$ cat config.mk
export PLATFORM = sky130hd
export DESIGN_NAME = sad_min_select_flat
export DESIGN_NICKNAME = d
export VERILOG_FILES = /design/src/rtl/sad_min_select_pkg.sv /design/src/rtl/sad_min_select_if.sv /design/src/rtl/sad_min_select_batch_min.sv /design/src/rtl/sad_min_select.sv /design/src/flat_wrapper.sv
export SDC_FILE = /design/constraint.sdc
export NUM_CORES = 1
export LEC_CHECK = 0
export ABC_CLOCK_PERIOD_IN_PS = 34600
export CORE_ASPECT_RATIO = 0.5
export CORE_MARGIN = 2
export CORE_UTILIZATION = 38
export DETAILED_ROUTE_END_ITERATION = 10
export SYNTH_ARGS = -nofsm -noshare
export SYNTH_HDL_FRONTEND = slang
export SYNTH_HIERARCHICAL = 1
export SYNTH_SLANG_ARGS = --single-unit
export TNS_END_PERCENT = 5
$ cat constraint.sdc
create_clock -name clk -period 34.6 [get_ports clk]
set_input_delay 6.92 -clock clk [delete_from_list [all_inputs] [get_ports clk]]
set_output_delay 6.92 -clock clk [all_outputs]
set_load 0.005 [all_outputs]
$ cat src/rtl/sad_min_select_pkg.sv
// Shared definitions for the SAD minimum selector: default geometry,
// the SAD width derivation, the array latency rule and the FSM encoding.
package sad_min_select_pkg;

  localparam int DEF_PIXELS_IN_BATCH = 16;
  localparam int DEF_LOG_PIXELS      = 4;
  localparam int DEF_LOG_EDGE_LEN    = 3;
  localparam int DEF_BIT_DEPTH       = 8;
  localparam int DEF_NUM_STEPS       = 16;
  localparam int DEF_LOG_NUM_STEPS   = 4;

  // Sum of EDGE_LEN^2 absolute differences of BIT_DEPTH-bit pixels.
  function automatic int sad_bits(input int log_edge_len, input int bit_depth);
    return 2 * log_edge_len + bit_depth;
  endfunction

  // The current systolic array takes two edge lengths to produce its first batch.
  function automatic int default_array_latency(input int log_edge_len);
    return 2 * (1 << log_edge_len);
  endfunction

  localparam int DEF_SAD_BITS      = sad_bits(DEF_LOG_EDGE_LEN, DEF_BIT_DEPTH);
  localparam int DEF_IDX_BITS      = DEF_LOG_NUM_STEPS + DEF_LOG_PIXELS;
  localparam int DEF_ARRAY_LATENCY = default_array_latency(DEF_LOG_EDGE_LEN);

  typedef enum logic [2:0] {
    ST_IDLE  = 3'd0,
    ST_FILL  = 3'd1,
    ST_SCAN  = 3'd2,
    ST_FLUSH = 3'd3,
    ST_DONE  = 3'd4
  } state_t;

endpackage

$ cat src/rtl/sad_min_select_if.sv
// Bundle between the motion-vector controller / SAD array (master) and
// the minimum selector (slave).
interface sad_min_select_if
  import sad_min_select_pkg::*;
#(
  parameter int PIXELS_IN_BATCH = DEF_PIXELS_IN_BATCH,
  parameter int SAD_BITS        = DEF_SAD_BITS,
  parameter int IDX_BITS        = DEF_IDX_BITS
);

  logic                                start;
  logic [PIXELS_IN_BATCH*SAD_BITS-1:0] sad_in;
  logic                                busy;
  logic                                done;
  logic [SAD_BITS-1:0]                 best_sad;
  logic [IDX_BITS-1:0]                 best_index;

  modport master (
    output start, sad_in,
    input  busy, done, best_sad, best_index
  );

  modport slave (
    input  start, sad_in,
    output busy, done, best_sad, best_index
  );

endinterface

$ cat src/rtl/sad_min_select_batch_min.sv
// Combinational minimum over one batch of lane SADs. Binary tree laid out
// heap-style: leaves hold lanes in ascending order, so a left child always
// covers lower lanes than its right sibling.
module sad_batch_min #(
  parameter int PIXELS_IN_BATCH = 16,
  parameter int SAD_BITS        = 14,
  parameter int LANE_BITS       = (PIXELS_IN_BATCH > 1) ? $clog2(PIXELS_IN_BATCH) : 1
) (
  input  logic [PIXELS_IN_BATCH*SAD_BITS-1:0] sad_in,
  output logic [SAD_BITS-1:0]                 min_sad,
  output logic [LANE_BITS-1:0]                min_lane
);

  localparam int NODES = 2 * PIXELS_IN_BATCH - 1;

  logic [SAD_BITS-1:0]  node_sad  [NODES];
  logic [LANE_BITS-1:0] node_lane [NODES];

  // Fill leaves from the lanes, then reduce towards the root; the right
  // child wins only when strictly smaller, so ties go to the lower lane.
  always_comb begin
    // NOTE: every variable gets a default before any conditional write so no latch is inferred.
    node_sad  = '{default: '0};
    node_lane = '{default: '0};
    for (int l = 0; l < PIXELS_IN_BATCH; l++) begin
      node_sad[PIXELS_IN_BATCH-1+l]  = sad_in[l*SAD_BITS +: SAD_BITS];
      node_lane[PIXELS_IN_BATCH-1+l] = LANE_BITS'(l);
    end
    for (int i = PIXELS_IN_BATCH - 2; i >= 0; i--) begin
      if (node_sad[2*i+2] < node_sad[2*i+1]) begin
        node_sad[i]  = node_sad[2*i+2];
        node_lane[i] = node_lane[2*i+2];
      end else begin
        node_sad[i]  = node_sad[2*i+1];
        node_lane[i] = node_lane[2*i+1];
      end
    end
    min_sad  = node_sad[0];
    min_lane = node_lane[0];
  end

endmodule

$ cat src/rtl/sad_min_select.sv
// Consumer end of the motion-estimation SAD array: reduces each per-cycle
// batch to its minimum and keeps the running best over one search, then
// reports {best SAD, step, lane} with a one-cycle done pulse.
module sad_min_select
  import sad_min_select_pkg::*;
#(
  parameter int PIXELS_IN_BATCH = DEF_PIXELS_IN_BATCH,
  parameter int LOG_PIXELS      = DEF_LOG_PIXELS,
  parameter int LOG_EDGE_LEN    = DEF_LOG_EDGE_LEN,
  parameter int BIT_DEPTH       = DEF_BIT_DEPTH,
  parameter int ARRAY_LATENCY   = DEF_ARRAY_LATENCY,
  parameter int NUM_STEPS       = DEF_NUM_STEPS,
  parameter int LOG_NUM_STEPS   = DEF_LOG_NUM_STEPS
) (
  input  logic               clk,
  input  logic               rst,
  sad_min_select_if.slave    bus
);

  localparam int SAD_BITS = sad_bits(LOG_EDGE_LEN, BIT_DEPTH);
  localparam int IDX_BITS = LOG_NUM_STEPS + LOG_PIXELS;
  localparam int FILL_W   = (ARRAY_LATENCY > 2) ? $clog2(ARRAY_LATENCY) : 1;

  localparam logic [FILL_W-1:0]        FILL_LAST = FILL_W'(ARRAY_LATENCY - 2);
  localparam logic [LOG_NUM_STEPS-1:0] STEP_LAST = LOG_NUM_STEPS'(NUM_STEPS - 1);

  state_t                   state;
  logic [FILL_W-1:0]        fill_cnt;
  logic [LOG_NUM_STEPS-1:0] step_cnt;

  // Stage 1: registered batch minimum with its position.
  logic                     s1_valid;
  logic [SAD_BITS-1:0]      s1_min;
  logic [LOG_PIXELS-1:0]    s1_lane;
  logic [LOG_NUM_STEPS-1:0] s1_step;

  // Stage 2: running best over the current search.
  logic [SAD_BITS-1:0]      run_sad;
  logic [IDX_BITS-1:0]      run_idx;

  logic [SAD_BITS-1:0]      batch_min;
  logic [LOG_PIXELS-1:0]    batch_lane;
  logic [SAD_BITS-1:0]      merged_sad;
  logic [IDX_BITS-1:0]      merged_idx;

  sad_batch_min #(
    .PIXELS_IN_BATCH (PIXELS_IN_BATCH),
    .SAD_BITS        (SAD_BITS),
    .LANE_BITS       (LOG_PIXELS)
  ) u_batch_min (
    .sad_in   (bus.sad_in),
    .min_sad  (batch_min),
    .min_lane (batch_lane)
  );

  // Running best folded with the pending stage-1 result; strict less-than
  // keeps the earlier step on ties.
  always_comb begin
    merged_sad = run_sad;
    merged_idx = run_idx;
    if (s1_valid && (s1_min < run_sad)) begin
      merged_sad = s1_min;
      merged_idx = {s1_step, s1_lane};
    end
  end

  // Search FSM with its counters, pipeline stages and registered outputs.
  always_ff @(posedge clk) begin
    // NOTE: sequential state uses non-blocking assignments so every register samples pre-edge values.
    if (rst) begin
      state          <= ST_IDLE;
      fill_cnt       <= '0;
      step_cnt       <= '0;
      s1_valid       <= 1'b0;
      s1_min         <= '0;
      s1_lane        <= '0;
      s1_step        <= '0;
      run_sad        <= '1;
      run_idx        <= '0;
      bus.busy       <= 1'b0;
      bus.done       <= 1'b0;
      bus.best_sad   <= '1;
      bus.best_index <= '0;
    end else begin
      bus.done <= 1'b0;
      s1_valid <= 1'b0;
      case (state)
        ST_IDLE, ST_DONE: begin
          if (bus.start) begin
            state    <= (ARRAY_LATENCY == 1) ? ST_SCAN : ST_FILL;
            bus.busy <= 1'b1;
            fill_cnt <= '0;
            step_cnt <= '0;
            run_sad  <= '1;
            run_idx  <= '0;
          end else begin
            state <= ST_IDLE;
          end
        end
        ST_FILL: begin
          if (fill_cnt == FILL_LAST) begin
            state <= ST_SCAN;
          end else begin
            fill_cnt <= fill_cnt + 1'b1;
          end
        end
        ST_SCAN: begin
          s1_valid <= 1'b1;
          s1_min   <= batch_min;
          s1_lane  <= batch_lane;
          s1_step  <= step_cnt;
          run_sad  <= merged_sad;
          run_idx  <= merged_idx;
          step_cnt <= step_cnt + 1'b1;
          if (step_cnt == STEP_LAST) begin
            state <= ST_FLUSH;
          end
        end
        ST_FLUSH: begin
          run_sad        <= merged_sad;
          run_idx        <= merged_idx;
          bus.best_sad   <= merged_sad;
          bus.best_index <= merged_idx;
          bus.done       <= 1'b1;
          bus.busy       <= 1'b0;
          state          <= ST_DONE;
        end
        default: state <= ST_IDLE;
      endcase
    end
  end

endmodule

$ cat src/flat_wrapper.sv
// flat-port wrapper written by rule: the top's interface ports become plain ports
module sad_min_select_flat import sad_min_select_pkg::*;
#(
  parameter int PIXELS_IN_BATCH = DEF_PIXELS_IN_BATCH,
  parameter int LOG_PIXELS      = DEF_LOG_PIXELS,
  parameter int LOG_EDGE_LEN    = DEF_LOG_EDGE_LEN,
  parameter int BIT_DEPTH       = DEF_BIT_DEPTH,
  parameter int ARRAY_LATENCY   = DEF_ARRAY_LATENCY,
  parameter int NUM_STEPS       = DEF_NUM_STEPS,
  parameter int LOG_NUM_STEPS   = DEF_LOG_NUM_STEPS
)
  (clk, rst, bus_start, bus_sad_in, bus_busy, bus_done, bus_best_sad, bus_best_index);
  sad_min_select_if #(.PIXELS_IN_BATCH(PIXELS_IN_BATCH), .SAD_BITS((14)), .IDX_BITS((8))) bus_i ();
  input  logic clk;
  input  logic rst;
  input wire logic [$bits(bus_i.start)-1:0] bus_start;
  input wire logic [$bits(bus_i.sad_in)-1:0] bus_sad_in;
  output wire logic [$bits(bus_i.busy)-1:0] bus_busy;
  output wire logic [$bits(bus_i.done)-1:0] bus_done;
  output wire logic [$bits(bus_i.best_sad)-1:0] bus_best_sad;
  output wire logic [$bits(bus_i.best_index)-1:0] bus_best_index;
  assign bus_i.start = bus_start;
  assign bus_i.sad_in = bus_sad_in;
  assign bus_busy = bus_i.busy;
  assign bus_done = bus_i.done;
  assign bus_best_sad = bus_i.best_sad;
  assign bus_best_index = bus_i.best_index;
  sad_min_select #(.PIXELS_IN_BATCH(PIXELS_IN_BATCH), .LOG_PIXELS(LOG_PIXELS), .LOG_EDGE_LEN(LOG_EDGE_LEN), .BIT_DEPTH(BIT_DEPTH), .ARRAY_LATENCY(ARRAY_LATENCY), .NUM_STEPS(NUM_STEPS), .LOG_NUM_STEPS(LOG_NUM_STEPS)) u_core (.clk(clk), .rst(rst), .bus(bus_i));
endmodule
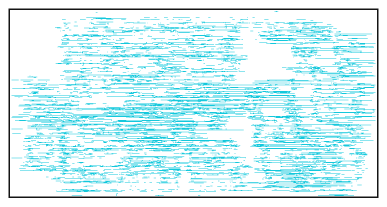
Fig. 1. Metal 1 (run 1).
Scale: 1.5 px per um.
- share of all routed wire: 50%
- nets with wire on the layer: 1,987
- wire length on this layer: 17,000 um
- main direction: horizontal

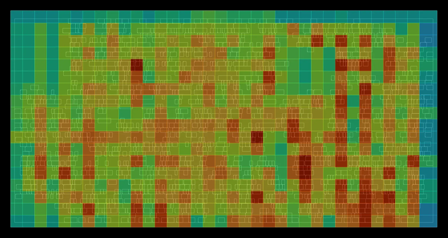
Fig. 2. Routing congestion map (run 1).
met2 usage: 0.3711
GR Util met3: 0.02219
busiest metal layer after global routing: met2
GR Util met1: 0.3058
post-DR wirelength/cell: 16.45 um

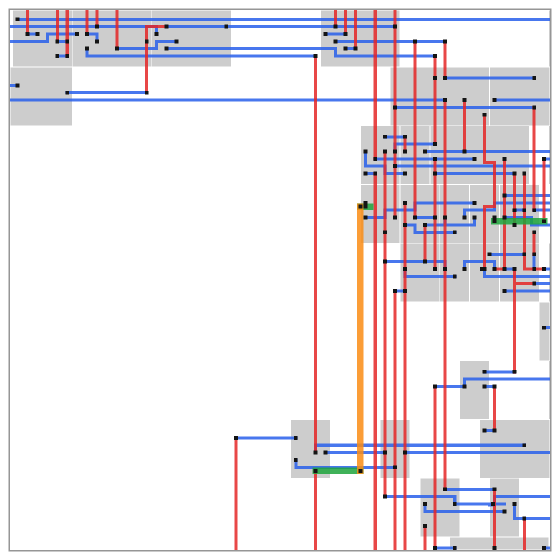
Fig. 3. Layout detail (run 1).
Region (171, 81) to (196, 106) um. Cells in gray, sequential cells in the stronger gray; small squares are vias.
- green: metal 3
- orange: metal 4
- blue: metal 1
- red: metal 2
- cells with their middle in the window: 25
- sequential cells in the window: 0
- most frequent: a21oi_1 (7), nor2_1 (6)

==> run summary, run 1 <==
impl run done, here's what came out: r2r setup slk=31.74 ns, worst slew pin tran=1.187 ns, clk slew on worst S/H paths=0.06 ns, Clock Skew=0.007045 ns, EDFF count, synth=0, Post-synth regs=80, WP data arrival=17.97 ns, min-delay worst type=reg -> reg, area delta synth->final=28.21%, total CTS buffers=9, Placer Congestion=0.9254, hpwl dp=29,070 um, Required @ worst endpoint=34.77 ns, # resized after CTS=0, Slew Viols, Final=0, total vias in the final route=11,220, CP max stage delay=1.05 ns, Synth Instances=1,484, Die Span Y=124.4 um, Crit Path Class=in -> reg, peak supply drop=0.04755 mV, Detailed Routing Iterations Pass 1=5, pre-CTS setup slack=16.72 ns, final critical-path share of the clock period=0.5144, Crit. End Element=register, number of global-route vias before repair=11,120, Synth area leader=ha_1, Final #Nets=2,125, share of cells above drive strength 1=0.05353, outcome=finished, final reports clean, fmax=0.05618 GHz, headroom to the max-slew limit=0.2063, chip area=30,440 um2, YS chip area=11,010 um2
==> run 1: cells by family after synthesis <==
group           after synthesis  synth area share
flops                        80            0.1454
xor+xnor                      7          0.005568
mux                         121            0.1148
compound gates              438            0.2515
fa+ha+maj                   205            0.2326
simple gates                396            0.1667
buf+inv                     237           0.08351
==> run 1: report_power, final <==
part / switching, mW / internal (mW) / total, mW
Sequential: 0.00692 / 0.0985 / 0.105
Combinational: 0.264 / 0.207 / 0.470
Clock: 0.0361 / 0.0543 / 0.0904
==> run 1: flip-flops by register name, indices dropped and copies added, names as in the netlist <==
register / flops
u_core/s1_step: 4
u_core/run_idx: 8
u_core/s1_lane: 4
u_core/fill_cnt: 4
u_core/step_cnt: 4
u_core/state: 3
u_core/bus.done: 1
u_core/s1_valid: 1
u_core/bus.busy: 1
u_core/bus.best_index: 8
u_core/run_sad: 14
u_core/s1_min: 14
u_core/bus.best_sad: 14
==> run 1: final timing paths <==
path                                   startpoint                  endpoint  cells after the start
worst max-delay path               bus_sad_in[63]         u_core/s1_min[13]                     43
worst min-delay path            u_core/s1_step[3]         u_core/run_idx[7]                      2
worst max register to register  u_core/run_sad[5]  u_core/bus.best_index[3]                      8
worst min register to register  u_core/s1_step[3]         u_core/run_idx[7]                      2
==> run 1: critical path, delay by kind of cell <==
| kind | cells | cell delay [ns] |
|---|---|---|
| AOI/OAI and AO/OA | 23 | 6.51 |
| and+or+nand+nor | 9 | 1.47 |
| buffers and inverters | 6 | 1.41 |
| adders and majority gates | 4 | 1.23 |
| muxes | 1 | 0.42 |
==> run 1: layout make-up <==
class / instances / area, um2
fillers: 2757 / 13970
well taps: 382 / 478.0
inverters: 178 / 668.1
multi-input cells: 1167 / 8512
flip-flops and latches: 80 / 1602
clock buffers: 12 / 266.5
clock inverters: 4 / 27.53
repair buffers: 259 / 2565
==> run 1: layer usage <==
metal / up-vias / wire length, um
met5: - / 0
met4: 0 / 291
met1: 5232 / 16980
li1: 5712 / -
met3: 27 / 1462
met2: 250 / 15510
==> run 1: layout by cell type (no fill, tap or decap), drive strengths merged, types with 14 or more instances in the layout <==
cell	instances
a21o	55
a21oi	213
nand3	19
nor2	135
ha	203
nor4	17
nand2b	16
a31o	14
inv	177
clkdlybuf4s50	249
mux2i	85
mux2	36
o21ai	69
dfxtp	80
a211oi	17
nand2	128
nand4	27
==> run 1: metrics by stage <==
stage                     std cells  total power [mW]  area, um2  utilization  hold slack, ns
final                          2082            0.6662      14120       0.5027          0.4753
after floorplan                1484            0.4444      11010            -          0.4343
after CTS                      2082            0.6619      14120       0.5027          0.4750
after global routing           2082            0.7244      14120       0.5027          0.5109
after detailed placement       2066            0.5692      13820       0.4922          0.4673
after global placement         2066            0.5576      13820       0.4922          0.4620
Fig. 4: run 1, register map, names as in the netlist
Scale: 2 px per um. Other sequential cells in the stronger gray, the rest of the logic in the fainter gray.
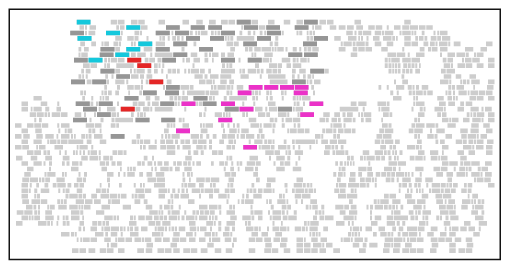

--- run 2 (diff from run 1) ---
--- a/config.mk
+++ b/config.mk
@@ -5,7 +5,7 @@
 export SDC_FILE = /design/constraint.sdc
 export NUM_CORES = 1
 export LEC_CHECK = 0
-export ABC_CLOCK_PERIOD_IN_PS = 34600
+export ABC_CLOCK_PERIOD_IN_PS = 18330
 export CORE_ASPECT_RATIO = 0.5
 export CORE_MARGIN = 2
 export CORE_UTILIZATION = 38
==> constraint.sdc (replaced) <==
create_clock -name clk -period 18.33 [get_ports clk]
set_input_delay 3.666 -clock clk [delete_from_list [all_inputs] [get_ports clk]]
set_output_delay 3.666 -clock clk [all_outputs]
set_load 0.005 [all_outputs]
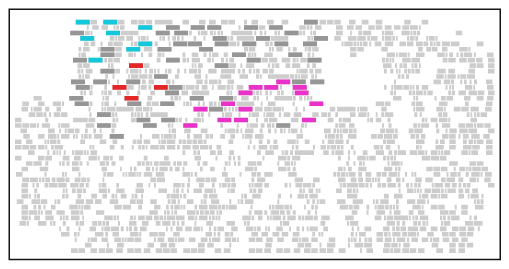
Fig. 5. Register map, names as in the netlist (run 2).
Scale: 2 px per um. Other sequential cells in the stronger gray, the rest of the logic in the fainter gray.
- red: u_core/fill_cnt (placed flops 4)
- cyan: u_core/bus.best_index (placed flops 8; where top left)
- magenta: u_core/s1_min (placed flops 14)
- not colored: 54

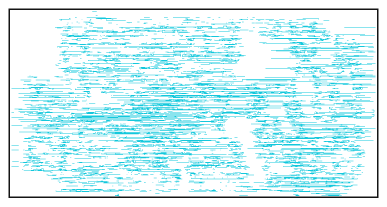
Fig. 6. Metal 1 (run 2).
Scale: 1.5 px per um.
- nets with wire on the layer: 1,991
- main direction: horizontal
- longest straight run: 55.2 um
- share of all routed wire: 50%
- wire length on this layer: 17,100 um

==> run 2 against run 1 <==
Cell count is the same. Wire length shrank 0.20%. Synthesized cell count is the same. Power grew 92%. Combinational power grew about 90%. Sequential share of layout area is essentially flat. Core utilization grew 0.098 points. Critical endpoint is now u_core/s1_min[4]. Global-route usage shrank 0.10 points. First-iteration DRC count shrank 14%. Critical path type unchanged. Clock-buffer cell count shrank 2.
==> run summary, run 2 <==
impl run done, here's what came out: outcome=finished, final reports clean, area delta synth->final=28.46%, min-delay worst type=reg -> reg, post-DR wirelength/cell=16.42 um (-0.20%), final std cells w/o fill=2,082 (unchanged), # resized after CTS=0 (unchanged), headroom to the max-slew limit=0.1991 (-0.007189), YS chip area=11,010 um2 (unchanged), fmax=0.06903 GHz, WP data arrival=14.67 ns (-3.30 ns), total vias in the final route=11,190 (-0.29%), Synth area leader=ha_1, Required @ worst endpoint=18.51 ns (-16.26 ns), cell count after placement=2,066 (unchanged), GR Util met1=0.3065 (+0.0006940), GR Util met3=0.02607 (+0.003878), Placer Congestion=0.9259 (about the same), Slew Viols, Final=0 (unchanged), chip area=30,440 um2 (unchanged), clk slew on worst S/H paths=0.06 ns (about the same), peak supply drop=0.08593 mV (+81%), number of global-route vias before repair=11,000 (-1.1%), Post-synth regs=80 (unchanged), Finished Core Util=0.5037 (+0.0009800), footprint of the multi-input gates=8512 um2 (unchanged), Clock Skew=0.008663 ns (+0.001618 ns), most numerous logic cell after layout=clkdlybuf4s50_1, Die Span Y=124.4 um (unchanged), Seq. cell area=1602 um2 (unchanged), Crit Path Class=in -> reg, biggest regs=u_core/bus.best_sad (14), u_core/run_sad (14), u_core/s1_min (14)
-- run 2: cell count changes in the layout (fill, tap and decap cells not counted) --
cell        before  now
clkinvlp_4       3    1
bufinv_16        0    2
clkinv_2         1    3
clkbuf_8         3    1
-- run 2: area by class of cell --
class	instances	share of cell area
Tap cell	382	0.03379
Multi-Input combinational cell	1167	0.6017
Clock inverter	6	0.005838
Timing Repair Buffer	259	0.1813
Clock buffer	10	0.01689
Inverter	178	0.04723
Sequential cell	80	0.1132
-- run 2: per-stage QoR --
stage / cell area (um2) / hold WS (ns) / worst slack, ns / power (mW)
global placement: 13820 / 0.4620 / 3.875 / 1.054
finish: 14150 / 0.4754 / 3.844 / 1.282
global route: 14150 / 0.5013 / 2.914 / 1.392
detailed placement: 13820 / 0.4716 / 3.737 / 1.077
CTS: 14150 / 0.4798 / 4.036 / 1.274
floorplan: 11010 / 0.4343 / 5.453 / 0.8389
-- run 2: critical path: cells and delay by family --
kind | cells | cell delay [ns]
AND/OR/NAND/NOR | 7 | 1.28
multiplexers | 2 | 0.90
AND-OR/OR-AND | 21 | 6.16
buffers and inverters | 5 | 1.35
adder cells (fa/ha/maj) | 4 | 1.26
-- run 2: worst paths after layout --
check / endpoint / cells after the start / startpoint / slack (ns)
max: u_core/s1_min[4] / 39 / bus_sad_in[63] / 3.84
min: u_core/run_idx[4] / 2 / u_core/s1_step[0] / 0.48
max reg2reg: u_core/bus.best_index[3] / 8 / u_core/run_sad[5] / 15.48
min reg2reg: u_core/run_idx[4] / 2 / u_core/s1_step[0] / 0.48
-- run 2: power breakdown --
group / total [mW] / internal (mW) / switching, mW
sequential: 0.199 / 0.186 / 0.0130
clock: 0.192 / 0.122 / 0.0695
combinational: 0.891 / 0.391 / 0.500
total: 1.28 / 0.699 / 0.583
-- run 2: logic make-up (layout without fill, tap and decap cells) --
family                     after synthesis  in the layout  share of synthesized area
AOI/OAI and AO/OA                      438            438                     0.2515
and+or+nand+nor                        396            396                     0.1667
buffers and inverters                  237            453                    0.08351
adders and majority gates              205            205                     0.2326
muxes                                  121            121                     0.1148
DFF                                     80             80                     0.1454
xor gates and xnor gates                 7              7                   0.005568
-- run 2: routing by layer --
metal  wire, um  vias to the layer above
met4        336                        0
met2      15260                      234
met5          0                        -
met1      17140                     5199
li1           -                     5729
met3       1441                       27
Power and IR drop assume default switching activity.
